Fig. 1: port wiring
Scale bar: 10 microns.
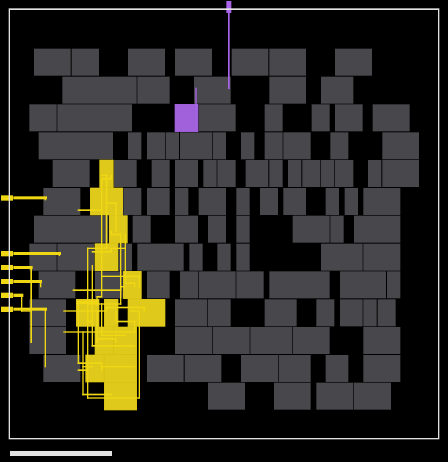
Fig. 2: cell density map
Scale bar: 10 microns. 8 x 8 tiles, from black (low) to pale yellow (high), 0 to 100% covered.
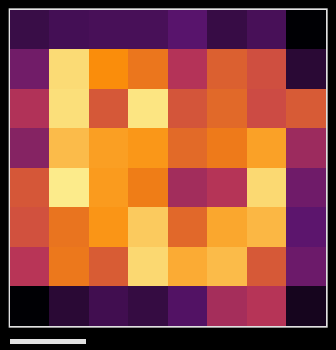
Fig. 3: cells colored by class
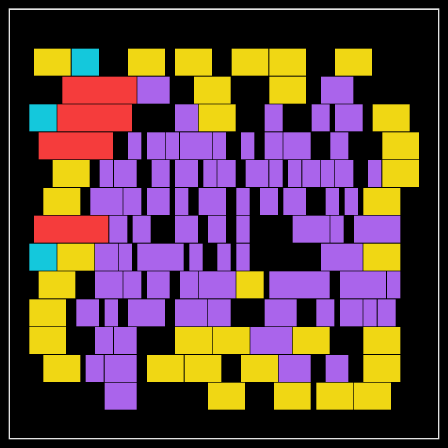
--- src/rtl/mc_controller_pkg.sv ---
// Shared encodings for the multicycle MIPS controller: opcode/funct fields,
// FSM state type, internal ALU-op classes and ALU control codes.
package mips_decls_p;

  typedef logic [5:0] opcode_t;
  typedef logic [5:0] funct_t;

  localparam opcode_t RTYPE = 6'b000000;
  localparam opcode_t J     = 6'b000010;
  localparam opcode_t BEQ   = 6'b000100;
  localparam opcode_t ADDI  = 6'b001000;
  localparam opcode_t LW    = 6'b100011;
  localparam opcode_t SW    = 6'b101011;

  localparam funct_t ADD = 6'b100000;
  localparam funct_t SUB = 6'b100010;
  localparam funct_t AND = 6'b100100;
  localparam funct_t OR  = 6'b100101;
  localparam funct_t SLT = 6'b101010;

  typedef enum logic [3:0] {
    FETCH   = 4'd0,
    DECODE  = 4'd1,
    MEMADR  = 4'd2,
    MEMRD   = 4'd3,
    MEMWB   = 4'd4,
    MEMWR   = 4'd5,
    RTYPEEX = 4'd6,
    RTYPEWB = 4'd7,
    BEQEX   = 4'd8,
    ADDIEX  = 4'd9,
    ADDIWB  = 4'd10,
    JEX     = 4'd11
  } statetype_t;

  typedef enum logic [1:0] {
    ALUOP_ADD   = 2'b00,
    ALUOP_SUB   = 2'b01,
    ALUOP_FUNCT = 2'b10,
    ALUOP_RSVD  = 2'b11
  } aluop_t;

  localparam logic [2:0] ALU_ADD = 3'b010;
  localparam logic [2:0] ALU_SUB = 3'b110;
  localparam logic [2:0] ALU_AND = 3'b000;
  localparam logic [2:0] ALU_OR  = 3'b001;
  localparam logic [2:0] ALU_SLT = 3'b111;

endpackage

--- src/rtl/mc_controller_if.sv ---
// Controller <-> datapath bundle: instruction fields and zero flag in,
// enables / mux selects / debug state out.
interface mc_controller_if;
  import mips_decls_p::*;

  opcode_t    opcode;
  funct_t     funct;
  logic       zero;
  logic       pcen;
  logic       memwrite;
  logic       irwrite;
  logic       regwrite;
  logic       alusrca;
  logic       iord;
  logic       memtoreg;
  logic       regdst;
  logic [1:0] alusrcb;
  logic [1:0] pcsrc;
  logic [2:0] alucontrol;
  statetype_t state;

  // Controller side
  modport master (
    input  opcode, funct, zero,
    output pcen, memwrite, irwrite, regwrite, alusrca, iord, memtoreg,
           regdst, alusrcb, pcsrc, alucontrol, state
  );

  // Datapath side
  modport slave (
    output opcode, funct, zero,
    input  pcen, memwrite, irwrite, regwrite, alusrca, iord, memtoreg,
           regdst, alusrcb, pcsrc, alucontrol, state
  );
endinterface

--- src/rtl/mc_controller_aludec.sv ---
// ALU decoder: maps the controller's ALU-op class and the funct field to
// the 3-bit ALU control code. Purely combinational.
module aludec
  import mips_decls_p::*;
(
  input  aluop_t     aluop,
  input  funct_t     funct,
  output logic [2:0] alucontrol
);

  // Select the ALU operation; unknown funct and the unused op class fall back to add
  always_comb begin
    // NOTE: assign a default before any branching so no path leaves the output unassigned (which would infer a latch).
    alucontrol = ALU_ADD;
    case (aluop)
      ALUOP_SUB: alucontrol = ALU_SUB;
      ALUOP_FUNCT: begin
        case (funct)
          ADD:     alucontrol = ALU_ADD;
          SUB:     alucontrol = ALU_SUB;
          AND:     alucontrol = ALU_AND;
          OR:      alucontrol = ALU_OR;
          SLT:     alucontrol = ALU_SLT;
          default: alucontrol = ALU_ADD;
        endcase
      end
      default: alucontrol = ALU_ADD;
    endcase
  end

endmodule

--- src/rtl/mc_controller.sv ---
// Multicycle MIPS control unit: Moore FSM sequencing datapath enables and
// mux selects; pcen is the only output combining the zero flag directly.
module mc_controller
  import mips_decls_p::*;
(
  input  logic           clk,
  input  logic           reset,
  mc_controller_if.master bus
);

  statetype_t state_q, state_d, out_state;
  aluop_t     aluop;
  logic       pcwrite, branch;
  logic       irwrite_raw, regwrite_raw, memwrite_raw;

  // State register; reset abandons any instruction in flight and returns to FETCH
  always_ff @(posedge clk) begin
    // NOTE: sequential state uses non-blocking assignments so every register samples pre-edge values.
    if (reset) state_q <= FETCH;
    else       state_q <= state_d;
  end

  // While reset is held, outputs show FETCH values regardless of the stored state
  assign out_state = reset ? FETCH : state_q;

  // Next-state and per-state output decode
  always_comb begin
    state_d       = FETCH;
    aluop         = ALUOP_ADD;
    pcwrite       = 1'b0;
    branch        = 1'b0;
    irwrite_raw   = 1'b0;
    regwrite_raw  = 1'b0;
    memwrite_raw  = 1'b0;
    bus.alusrca   = 1'b0;
    bus.iord      = 1'b0;
    bus.memtoreg  = 1'b0;
    bus.regdst    = 1'b0;
    bus.alusrcb   = 2'b00;
    bus.pcsrc     = 2'b00;

    case (state_q)
      FETCH:   state_d = DECODE;
      DECODE: begin
        case (bus.opcode)
          LW, SW:  state_d = MEMADR;
          RTYPE:   state_d = RTYPEEX;
          BEQ:     state_d = BEQEX;
          ADDI:    state_d = ADDIEX;
          J:       state_d = JEX;
          default: state_d = FETCH;
        endcase
      end
      MEMADR:  state_d = (bus.opcode == SW) ? MEMWR : MEMRD;
      MEMRD:   state_d = MEMWB;
      RTYPEEX: state_d = RTYPEWB;
      ADDIEX:  state_d = ADDIWB;
      default: state_d = FETCH;
    endcase

    case (out_state)
      FETCH: begin
        bus.alusrcb = 2'b01;
        irwrite_raw = 1'b1;
        pcwrite     = 1'b1;
      end
      DECODE:  bus.alusrcb = 2'b11;
      MEMADR: begin
        bus.alusrca = 1'b1;
        bus.alusrcb = 2'b10;
      end
      MEMRD:   bus.iord = 1'b1;
      MEMWB: begin
        bus.memtoreg = 1'b1;
        regwrite_raw = 1'b1;
      end
      MEMWR: begin
        bus.iord     = 1'b1;
        memwrite_raw = 1'b1;
      end
      RTYPEEX: begin
        bus.alusrca = 1'b1;
        aluop       = ALUOP_FUNCT;
      end
      RTYPEWB: begin
        bus.regdst   = 1'b1;
        regwrite_raw = 1'b1;
      end
      BEQEX: begin
        bus.alusrca = 1'b1;
        aluop       = ALUOP_SUB;
        bus.pcsrc   = 2'b01;
        branch      = 1'b1;
      end
      ADDIEX: begin
        bus.alusrca = 1'b1;
        bus.alusrcb = 2'b10;
      end
      ADDIWB:  regwrite_raw = 1'b1;
      JEX: begin
        bus.pcsrc = 2'b10;
        pcwrite   = 1'b1;
      end
      default: ;
    endcase
  end

  // Architectural write enables are suppressed for the whole reset window
  assign bus.pcen     = (pcwrite | (branch & bus.zero)) & ~reset;
  assign bus.irwrite  = irwrite_raw & ~reset;
  assign bus.regwrite = regwrite_raw & ~reset;
  assign bus.memwrite = memwrite_raw & ~reset;
  assign bus.state    = state_q;

  aludec u_aludec (
    .aluop      (aluop),
    .funct      (bus.funct),
    .alucontrol (bus.alucontrol)
  );

endmodule

--- src/flat_wrapper.sv ---
// flat-port wrapper written by rule: the top's interface ports become plain ports
module mc_controller_flat import mips_decls_p::*;
  (clk, reset, bus_opcode, bus_funct, bus_zero, bus_pcen, bus_memwrite, bus_irwrite, bus_regwrite, bus_alusrca, bus_iord, bus_memtoreg, bus_regdst, bus_alusrcb, bus_pcsrc, bus_alucontrol, bus_state);
  mc_controller_if bus_i ();
  input  logic clk;
  input  logic reset;
  input wire logic [$bits(bus_i.opcode)-1:0] bus_opcode;
  input wire logic [$bits(bus_i.funct)-1:0] bus_funct;
  input wire logic [$bits(bus_i.zero)-1:0] bus_zero;
  output wire logic [$bits(bus_i.pcen)-1:0] bus_pcen;
  output wire logic [$bits(bus_i.memwrite)-1:0] bus_memwrite;
  output wire logic [$bits(bus_i.irwrite)-1:0] bus_irwrite;
  output wire logic [$bits(bus_i.regwrite)-1:0] bus_regwrite;
  output wire logic [$bits(bus_i.alusrca)-1:0] bus_alusrca;
  output wire logic [$bits(bus_i.iord)-1:0] bus_iord;
  output wire logic [$bits(bus_i.memtoreg)-1:0] bus_memtoreg;
  output wire logic [$bits(bus_i.regdst)-1:0] bus_regdst;
  output wire logic [$bits(bus_i.alusrcb)-1:0] bus_alusrcb;
  output wire logic [$bits(bus_i.pcsrc)-1:0] bus_pcsrc;
  output wire logic [$bits(bus_i.alucontrol)-1:0] bus_alucontrol;
  output wire logic [$bits(bus_i.state)-1:0] bus_state;
  assign bus_i.opcode = bus_opcode;
  assign bus_i.funct = bus_funct;
  assign bus_i.zero = bus_zero;
  assign bus_pcen = bus_i.pcen;
  assign bus_memwrite = bus_i.memwrite;
  assign bus_irwrite = bus_i.irwrite;
  assign bus_regwrite = bus_i.regwrite;
  assign bus_alusrca = bus_i.alusrca;
  assign bus_iord = bus_i.iord;
  assign bus_memtoreg = bus_i.memtoreg;
  assign bus_regdst = bus_i.regdst;
  assign bus_alusrcb = bus_i.alusrcb;
  assign bus_pcsrc = bus_i.pcsrc;
  assign bus_alucontrol = bus_i.alucontrol;
  assign bus_state = bus_i.state;
  mc_controller u_core (.clk(clk), .reset(reset), .bus(bus_i));
endmodule
--- config.mk ---
export PLATFORM = sky130hd
export DESIGN_NAME = mc_controller_flat
export DESIGN_NICKNAME = d
export VERILOG_FILES = /design/src/rtl/mc_controller_pkg.sv /design/src/rtl/mc_controller_if.sv /design/src/rtl/mc_controller_aludec.sv /design/src/rtl/mc_controller.sv /design/src/flat_wrapper.sv
export SDC_FILE = /design/constraint.sdc
export NUM_CORES = 1
export LEC_CHECK = 0
export CORE_MARGIN = 1.5
export CORE_UTILIZATION = 40
export DETAILED_ROUTE_END_ITERATION = 12
export GPL_ROUTABILITY_DRIVEN = 1
export MAX_ROUTING_LAYER = met4
export PLACE_DENSITY = 0.82
export SYNTH_ARGS = -nofsm -noshare
export SYNTH_HDL_FRONTEND = slang
export SYNTH_HIERARCHICAL = 1
export SYNTH_SLANG_ARGS = --single-unit
--- constraint.sdc ---
create_clock -name clk -period 6.3 [get_ports clk]
set_input_delay 1.89 -clock clk [delete_from_list [all_inputs] [get_ports clk]]
set_output_delay 1.89 -clock clk [all_outputs]
set_load 0.005 [all_outputs]
==> results.ini <==
[layout]
footprint_of_the_multi_input_gates_sq_um = 463
top_library_cells_by_usage_in_the_layout_fill_and_taps_aside = 33 x sky130_fd_sc_hd__clkdlybuf4s50_1, 11 x sky130_fd_sc_hd__nor2_1, 7 x sky130_fd_sc_hd__inv_1, 7 x sky130_fd_sc_hd__nor3_1, 6 x sky130_fd_sc_hd__o21ai_0
signed_area_change_from_the_synthesized_netlist_to_the_final_layout_pct = 57.3
nFillCells = 132
clock_cell_share = 0.0237
layout.sequential_cells = 4
final_layout_size_suffix_gt1_frac = 0.0667
largest_reg_flops = 4
combAreaFraction = 0.488
diodes = 0
num-nets-final = 139
n_clock_buffer = 3
finish.cell_count_without_fillers = 135
buffers_excl_clock = 34

[synth]
post_synth_ao_oa_area_fraction = 0.195
yosys.area.top_type_share = 0.133
ys_seq_frac = 0.133
yosys-stat-cells = 90
synth_flops = 4
postSynthCellCount = 90
yosysChipArea_sq_um = 603
dominantRegCellSynth = sky130_fd_sc_hd__dfxtp_1
synth.mux.area_fraction = 0.0166
synth.area.top_cells = sky130_fd_sc_hd__dfxtp_1 13%, sky130_fd_sc_hd__nor2_1 6.8%, sky130_fd_sc_hd__nor3_1 6.6%
ys_sh_xor = 0.0436
synth.comb.largest_family = simple AND/OR/NAND/NOR gates

[min_path]
worst_hold_path_startpoint = u_core/bus.state[0]
holdPathEnd = u_core/bus.state[2]

[global_routing]
grt_overflow_total = 0
grt_use_total = 0.199
initial_antenna_violation_count = 0
grt_max_degree = 18
grt_pass1_vias = 674
grt_first_pass_wirelength_microns = 2790

[setup_path]
cpMaxStageDelayCell = sky130_fd_sc_hd__clkdlybuf4s50_1
regToRegEndpoint = u_core/bus.state[1]
critical_path_required_ns = 4.41
rrSetupSlack_ns = 4.91
timing.critical_path.mode_cell = sky130_fd_sc_hd__clkdlybuf4s50_1
worst_setup_path_start_kind = input port
worst_setup_path_startpoint = reset
critical-path-max-stage-delay_ns = 0.52
crit_path_arrival_time_ns = 4.17
timing_worst_setup_path_type = input port to primary output
worst_r2r_path_depth = 3
crit_fanout = 6
worstSetupEndpointType = primary output

[timing]
timing.final.setup_violations = 0
worst-slew-pin-transition_ns = 0.511
unrepaired_setup_endpoints_after_global_routing = no
setup_tns_ns = 0
final-hold-violation-count = 0
min_period_over_period = 0.962
fin_ws_ns = 0.242

[clock_network]
cts_buffers = 3
cts.repair_timing.setup_buffer_count = 0
cts.sinks = 4
clock.latency.late_pin_ns = 0.23
cts-root-to-sink-buffers = 2
ctsHtreeMaxLevel = 1
cts_tree = done
clockRootBuffer = sky130_fd_sc_hd__clkbuf_4

[detailed_routing]
drt-wirelength-per-cell_microns = 12.2
drt_pre_antenna_iters = 4
route.detailed.vias_per_inst = 5.64
initialDrtViolationCount = 7

[flow_run]
log.warning_count = 27

[placement]
dp_hpwl_microns = 1340
pre_cts_ws_ns = 0.135
postPlaceCellArea_sq_um = 921

[floorplan]
chip_area_sq_mm = 0.00175
tap-cell-count = 15

[power]
power.ir.vdd_worst_mv = 0.117
p_leak_nw = 0.337

[status]
result_of_the_run = finished clean

-- Fig. 1 (at the start) --
color	port	bits	direction	end cells	buffers	wire
purple	bus_iord	1	output	1	1	9.50 microns
yellow	bus_opcode	6	input	13	6	188 microns
IO Pins: 34
count of port buffers added during placement: 33

-- Fig. 2 (at the start) --
emptiest ninth of the die	upper right
tiles over 75% full	28%
mean over tiles	53%
fullest tile	96%
nearly empty tiles	3.1%

-- Fig. 3 (at the start) --
color	class	cells	share of their area
red	registers	4	8.6%
cyan	clock-net drivers	3	2.4%
purple	remaining logic cells	79	53%
yellow	remaining buffers and delay cells	34	36%
Seq/total area: 0.0844
Cell Rows: 13
final core utilization: 0.703
core area: 0.00135 sq mm

[timing repair]
action / 4_1_cts / 5_1_grt
endpoints found under the hold margin: 0 / 0
setup endpoints to repair: 0 / 2
resized: 0 / 1
hold buffers: 0 / 0
[critical path, delay by kind of cell]
family	cells	cell delay, ns
buffers and inverters	3	1.09
AND/OR/NAND/NOR	4	0.70
adder cells (fa/ha/maj)	1	0.33
AND-OR/OR-AND	1	0.15
[metal layers]
layer  global-route usage  wire length (microns)
met5                    -                      0
met2                0.359                    851
met4               0.0645                      0
met1                0.238                    736
met3                    0                     59
[power breakdown]
part           switching (mW)  internal, mW  total (mW)
registers             0.00293        0.0263      0.0292
clock network         0.00907        0.0212      0.0303
logic                  0.0121        0.0177      0.0298
